### config.mk
export PLATFORM = sky130hd
export DESIGN_NAME = piso_serializer_flat
export DESIGN_NICKNAME = d
export VERILOG_FILES = /design/src/rtl/piso_pkg.sv /design/src/rtl/piso_serializer_if.sv /design/src/rtl/piso_bit_counter.sv /design/src/rtl/piso_serializer.sv /design/src/flat_wrapper.sv
export SDC_FILE = /design/constraint.sdc
export NUM_CORES = 1
export LEC_CHECK = 0
export ABC_AREA = 1
export CAP_MARGIN = 5
export CORE_MARGIN = 2
export CORE_UTILIZATION = 48
export DETAILED_ROUTE_END_ITERATION = 6
export PLACE_DENSITY = 0.81
export SLEW_MARGIN = 20
export SYNTH_ARGS = -nofsm -noshare
export SYNTH_HDL_FRONTEND = slang
export SYNTH_HIERARCHICAL = 1
export SYNTH_SLANG_ARGS = --single-unit
### constraint.sdc
create_clock -name clk_i -period 1.45 [get_ports clk_i]
set_input_delay 0.435 -clock clk_i [delete_from_list [all_inputs] [get_ports clk_i]]
set_output_delay 0.435 -clock clk_i [all_outputs]
set_load 0.1 [all_outputs]
### src/rtl/piso_pkg.sv
// Shared types and sizing helpers for the parallel-in, serial-out transmitter.
package piso_pkg;

  localparam int unsigned PISO_WIDTH_DEF = 8;
  localparam int unsigned PISO_CNT_W_DEF = $clog2(PISO_WIDTH_DEF);

  typedef enum logic {
    ST_IDLE  = 1'b0,
    ST_SHIFT = 1'b1
  } piso_state_e;

  function automatic int unsigned piso_cnt_width(input int unsigned w);
    return (w < 2) ? 1 : $clog2(w);
  endfunction

endpackage

### src/rtl/piso_serializer_if.sv
// Word handshake plus serial output strobes of the serializer.
interface piso_serializer_if
  import piso_pkg::*;
#(
  parameter int unsigned WIDTH = PISO_WIDTH_DEF
);

  logic [WIDTH-1:0] data_i;
  logic             valid_i;
  logic             ready_o;
  logic             ser_o;
  logic             frame_o;
  logic             last_o;
  logic             busy_o;

  modport master (
    output data_i, valid_i,
    input  ready_o, ser_o, frame_o, last_o, busy_o
  );

  modport slave (
    input  data_i, valid_i,
    output ready_o, ser_o, frame_o, last_o, busy_o
  );

endinterface

### src/rtl/piso_bit_counter.sv
// Bit position counter: clears on load, otherwise increments; flags the final bit.
module piso_bit_counter
  import piso_pkg::*;
#(
  parameter int unsigned WIDTH = PISO_WIDTH_DEF
) (
  input  logic                               clk_i,
  input  logic                               rst_i,
  input  logic                               load_i,
  input  logic                               inc_i,
  output logic [piso_cnt_width(WIDTH)-1:0]   cnt_o,
  output logic                               term_o
);

  localparam int unsigned CNT_W = piso_cnt_width(WIDTH);

  logic [CNT_W-1:0] cnt_q;

  always_ff @(posedge clk_i or posedge rst_i) begin
    if (rst_i) begin
      cnt_q <= '0;
    end else if (load_i) begin
      cnt_q <= '0;
    end else if (inc_i) begin
      cnt_q <= cnt_q + CNT_W'(1);
    end
  end

  assign cnt_o  = cnt_q;
  assign term_o = (cnt_q == CNT_W'(WIDTH - 1));

endmodule

### src/rtl/piso_serializer.sv
// Parallel-in, serial-out transmitter with a one-word holding buffer so that
// consecutive frames stream without an idle cycle between them.
module piso_serializer
  import piso_pkg::*;
#(
  parameter int unsigned WIDTH     = PISO_WIDTH_DEF,
  parameter bit          MSB_FIRST = 1'b1
) (
  input  logic               clk_i,
  input  logic               rst_i,
  piso_serializer_if.slave   bus
);

  localparam int unsigned CNT_W = piso_cnt_width(WIDTH);

  piso_state_e      state_q, state_d;
  logic [WIDTH-1:0] shift_q, hold_q, shift_nx;
  logic             hold_full_q;
  logic [CNT_W-1:0] cnt;
  logic             cnt_term;
  logic             xfer;
  logic             ld_data, ld_hold, hold_set, hold_clr;
  logic             cnt_load, cnt_inc;

  assign xfer = bus.valid_i && bus.ready_o;

  // Counter is parked at zero while idle and on every frame boundary, so a new
  // frame always starts at bit 0 whichever path loaded shift_q.
  assign cnt_load = (state_q == ST_IDLE) || cnt_term;
  assign cnt_inc  = (state_q == ST_SHIFT);

  piso_bit_counter #(
    .WIDTH (WIDTH)
  ) u_bit_counter (
    .clk_i  (clk_i),
    .rst_i  (rst_i),
    .load_i (cnt_load),
    .inc_i  (cnt_inc),
    .cnt_o  (cnt),
    .term_o (cnt_term)
  );

  always_ff @(posedge clk_i or posedge rst_i) begin
    if (rst_i) begin
      state_q <= ST_IDLE;
    end else begin
      state_q <= state_d;
    end
  end

  always_comb begin
    state_d  = state_q;
    ld_data  = 1'b0;
    ld_hold  = 1'b0;
    hold_set = 1'b0;
    hold_clr = 1'b0;
    unique case (state_q)
      ST_IDLE: begin
        if (xfer) begin
          state_d = ST_SHIFT;
          ld_data = 1'b1;
        end
      end
      ST_SHIFT: begin
        if (!cnt_term) begin
          hold_set = xfer;
        end else if (hold_full_q) begin
          ld_hold  = 1'b1;
          hold_clr = 1'b1;
        end else if (xfer) begin
          ld_data = 1'b1;
        end else begin
          state_d = ST_IDLE;
        end
      end
      default: state_d = ST_IDLE;
    endcase
  end

  always_comb begin
    bus.ser_o   = 1'b0;
    bus.frame_o = 1'b0;
    bus.last_o  = 1'b0;
    bus.busy_o  = 1'b0;
    bus.ready_o = !hold_full_q && !rst_i;
    if (state_q == ST_SHIFT) begin
      bus.ser_o   = MSB_FIRST ? shift_q[WIDTH-1] : shift_q[0];
      bus.frame_o = (cnt == '0);
      bus.last_o  = cnt_term;
      bus.busy_o  = 1'b1;
    end
  end

  assign shift_nx = MSB_FIRST ? {shift_q[WIDTH-2:0], 1'b0} : {1'b0, shift_q[WIDTH-1:1]};

  always_ff @(posedge clk_i or posedge rst_i) begin
    if (rst_i) begin
      shift_q     <= '0;
      hold_q      <= '0;
      hold_full_q <= 1'b0;
    end else begin
      if (ld_data) begin
        shift_q <= bus.data_i;
      end else if (ld_hold) begin
        shift_q <= hold_q;
      end else if (state_q == ST_SHIFT) begin
        shift_q <= shift_nx;
      end

      if (hold_set) begin
        hold_q      <= bus.data_i;
        hold_full_q <= 1'b1;
      end else if (hold_clr) begin
        hold_full_q <= 1'b0;
      end
    end
  end

endmodule
### src/flat_wrapper.sv
// flat-port wrapper written by rule: the top's interface ports become plain ports
module piso_serializer_flat import piso_pkg::*;
#(
  parameter int unsigned WIDTH     = PISO_WIDTH_DEF,
  parameter bit          MSB_FIRST = 1'b1
)
  (clk_i, rst_i, bus_data_i, bus_valid_i, bus_ready_o, bus_ser_o, bus_frame_o, bus_last_o, bus_busy_o);
  piso_serializer_if #(.WIDTH(WIDTH)) bus_i ();
  input  logic clk_i;
  input  logic rst_i;
  input wire logic [$bits(bus_i.data_i)-1:0] bus_data_i;
  input wire logic [$bits(bus_i.valid_i)-1:0] bus_valid_i;
  output wire logic [$bits(bus_i.ready_o)-1:0] bus_ready_o;
  output wire logic [$bits(bus_i.ser_o)-1:0] bus_ser_o;
  output wire logic [$bits(bus_i.frame_o)-1:0] bus_frame_o;
  output wire logic [$bits(bus_i.last_o)-1:0] bus_last_o;
  output wire logic [$bits(bus_i.busy_o)-1:0] bus_busy_o;
  assign bus_i.data_i = bus_data_i;
  assign bus_i.valid_i = bus_valid_i;
  assign bus_ready_o = bus_i.ready_o;
  assign bus_ser_o = bus_i.ser_o;
  assign bus_frame_o = bus_i.frame_o;
  assign bus_last_o = bus_i.last_o;
  assign bus_busy_o = bus_i.busy_o;
  piso_serializer #(.WIDTH(WIDTH), .MSB_FIRST(MSB_FIRST)) u_core (.clk_i(clk_i), .rst_i(rst_i), .bus(bus_i));
endmodule
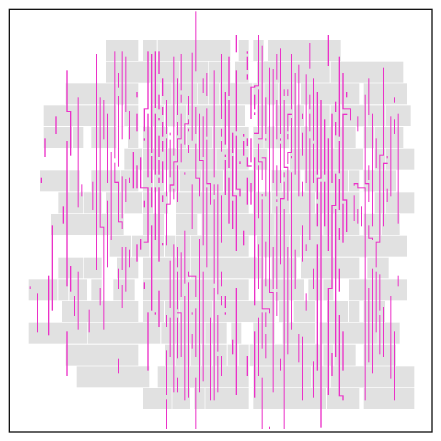
(met2 routing)
(8 px per um) Cells faint in the background.
wire length on this layer: 1770 um
main direction: vertical
Via Count: 1211
wire length after detailed routing: 3560 um
global-route met2 utilization: 45.8%

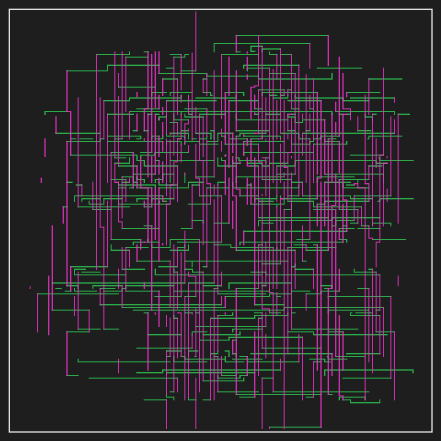
(metal layers overlaid)
(8 px per um) Only two layers are drawn.
[magenta] metal 2 | wire length: 1770 um
[green] metal 1 | wire length: 1400 um
GRT Total Usage: 28.0%
wire length per cell: 17.2 um

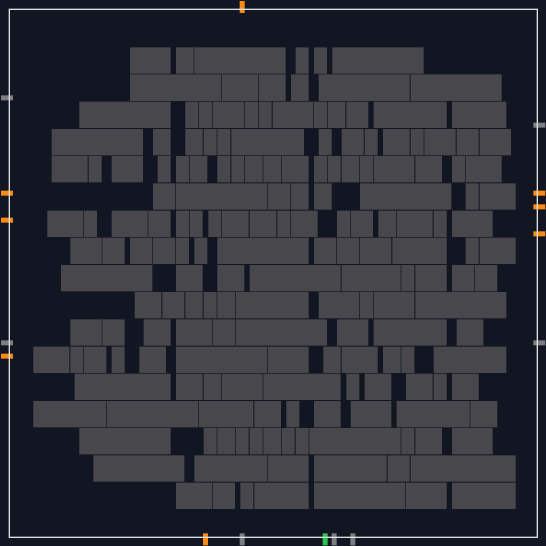
(ports around the boundary)
(10 px per um) Pins as bars across the die edge, other pins in grey.
[green] bus_frame_o | pins: 1 | direction: output | edge: bottom
[orange] bus_data_i | pins: 8 | direction: input | edge: 3 left, 3 right, 1 bottom, 1 top
all pins by edge: 5 bottom, 5 left, 5 right, 1 top
count of buffers from port buffering: 15
Die Height: 52.7 um
Die Span X: 52.7 um

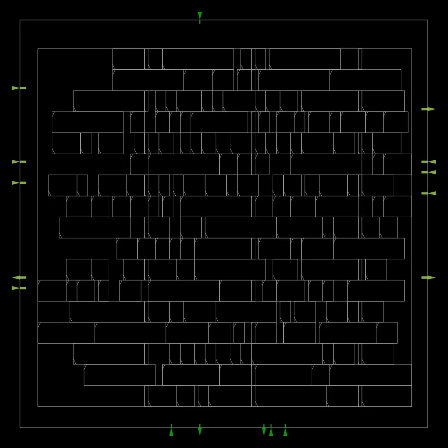
(placement view)
site row count: 17
sequential fraction of total cell area: 29.8%
core region area: 0.00223 mm2
number of filler cells placed in the layout: 122

==> notes.md <==
The layout was made with Yosys and OpenROAD.

The count of cells in the finished layout, fillers not included, comes to 207. Summed over all failing endpoints, the final setup total negative slack is -3.60 ns. The count of warnings emitted by yosys is 6. The post-CTS repair timing setup buffer count is 8. The antenna diode count is 0. The capture point of the worst register-to-register path is recorded as u_core/shift_q[7].

The slew of the pin with the lowest slew margin is 0.276 ns. The slack of the critical path is -0.434 ns. The pin count of the biggest net entering global routing is 12. The total overflow left after global routing is 0. The inverter count is 18. Per the CTS log, the maximum H-tree level is 1. Summing the sequential cell areas from Yosys gives approximately 46% of the chip area.

The script extracted a total leakage power of 0.850 nW. The number of cells on the worst reg-to-reg path is 10. On met3, the global router reports a usage of 4.00%. The number of combinational gates with multiple inputs is slightly below 100. The number of sinks driven by the clock tree is 21. Per STA, the worst path is made up of ha_2 > ha_4 > nand2_4 > clkinvlp_4 > buf_12. The flow ran to the end, but the final reports show violations. The final reports fail on negative setup slack. The cell count after synthesis is 140. The areal power density over the cells is 2170 mW/mm2. The share of total power dissipated in sequential elements is between 20% and 30%.

The post-route clock period utilization is 130%. The number of nets produced by synthesis is between 150 and 200. Routability-driven placement finished with a final weighted congestion of ~0.90. The register cell area after layout is 531 um2. The worst setup path startpoint is u_core/u_bit_counter/cnt_o[1]. The post-synthesis mux area share is 0%.

The number of clock buffers inserted by TritonCTS is 3. Of the total standard cell area in the layout, the multi-input combinational portion is 37.7%. The worst-case vdd ir drop is 0.00156 V.

The endpoint of the most critical setup path is bus_last_o. In the setup report, the worst path falls into the class flop to output pin. The kind of end point of the critical path is an output pin. In the layout the commonest cells are nand2_1, dfrtp_1, nand3_1. The group drawing the most power is combinational logic. The post-synthesis share of cell area spent on xor and xnor gates is 0%. The post-synthesis compound-gate area fraction is roughly 6%. Summing internal, switching and leakage power gives 3.85 mW. The number of antenna violations at the first check in global routing was 0. In the global route stage, met1 resource usage came out at 36.1%. The number of remaining DRC errors is 0. The setup slack on the worst flop-to-flop path is -0.19 ns. The register clock-pin slew on the reported worst setup and hold paths is 0.12 ns. The synthesized netlist has a Yosys-reported chip area of 0.00114 mm2. The vias per cell is approximately 5.9. Per the finish-stage timing summary, setup violations number 24. The share of async-settable or async-resettable flops after synthesis is 100%.

Of all the cell area in the finished design, non-clock buffers hold 23.5%. The detailed-routed wire length on met2 is 1770 um. The cell area after synthesis is 0.00114 mm2. In this run, placement finished with an instance count of 191. The cell count listed in synth_stat.txt is 140. The number of DRC markers in iteration 0 is 52. Among all stages on the critical path, the maximum delay recorded is 0.41 ns.

By count the netlist is led by nand2_1, nand3_1, dfrtp_1. The most used routing layer in global routing is met2. The number of synthesized flops with an enable pin is 0.

The class of the tightest hold or removal check is input port to async pin. The arrival time of data at the critical path endpoint is 1.45 ns. The net count of the finished layout is 193. The number of buffers between clock root and the deepest sink is 2. The nature of the critical path startpoint is a flop. The first detailed-routing pass ran for 6 iterations.

Once synthesis finished, the tally of register bits stood at 21. Yosys attributes the largest share of cell area to dfrtp_1, nand2_1, nand3_1, o21ai_2, inv_1. Before placement the cells fill between 50% and 60% of the core. The largest cell class by area is multi-input combinational cells.

The total buffers and inverters traversed by the critical path is 2. The detailed router used layers up to and including met4. The biggest fanout along the worst timing path is 2.

In this run the remaining antenna-violating nets after routing total 0. The family with the most delay on the worst path is flip-flops. The clock network is responsible for 7.4% of the overall power.

Looking at the gate-level netlist, the highest instance count belongs to nand2_1. The total half-perimeter wirelength after legalization and detailed placement is 2040 um. The finished layout cell area is 0.00178 mm2.

The number of violations of the max-capacitance limit is 0. The area after detailed placement is 0.00148 mm2. Per the STA report, the cell with the highest stage delay on the worst path is dfrtp_1. The fraction of power spent switching nets is 47.6%. The CTS tree is built. The internal power consumption is 2.02 mW. The cell sitting at the root of the clock tree is a clkbuf_4.

The wire length the detailed router placed on met1 is 1400 um. The power in sequential cells is 1.07 mW. The via count of the first global-routing pass is 1132. The count of pins over their slew limit is 0. Timing would allow up to 0.531 GHz.
Power figures rest on the tool's default switching activity, not on a simulated workload.
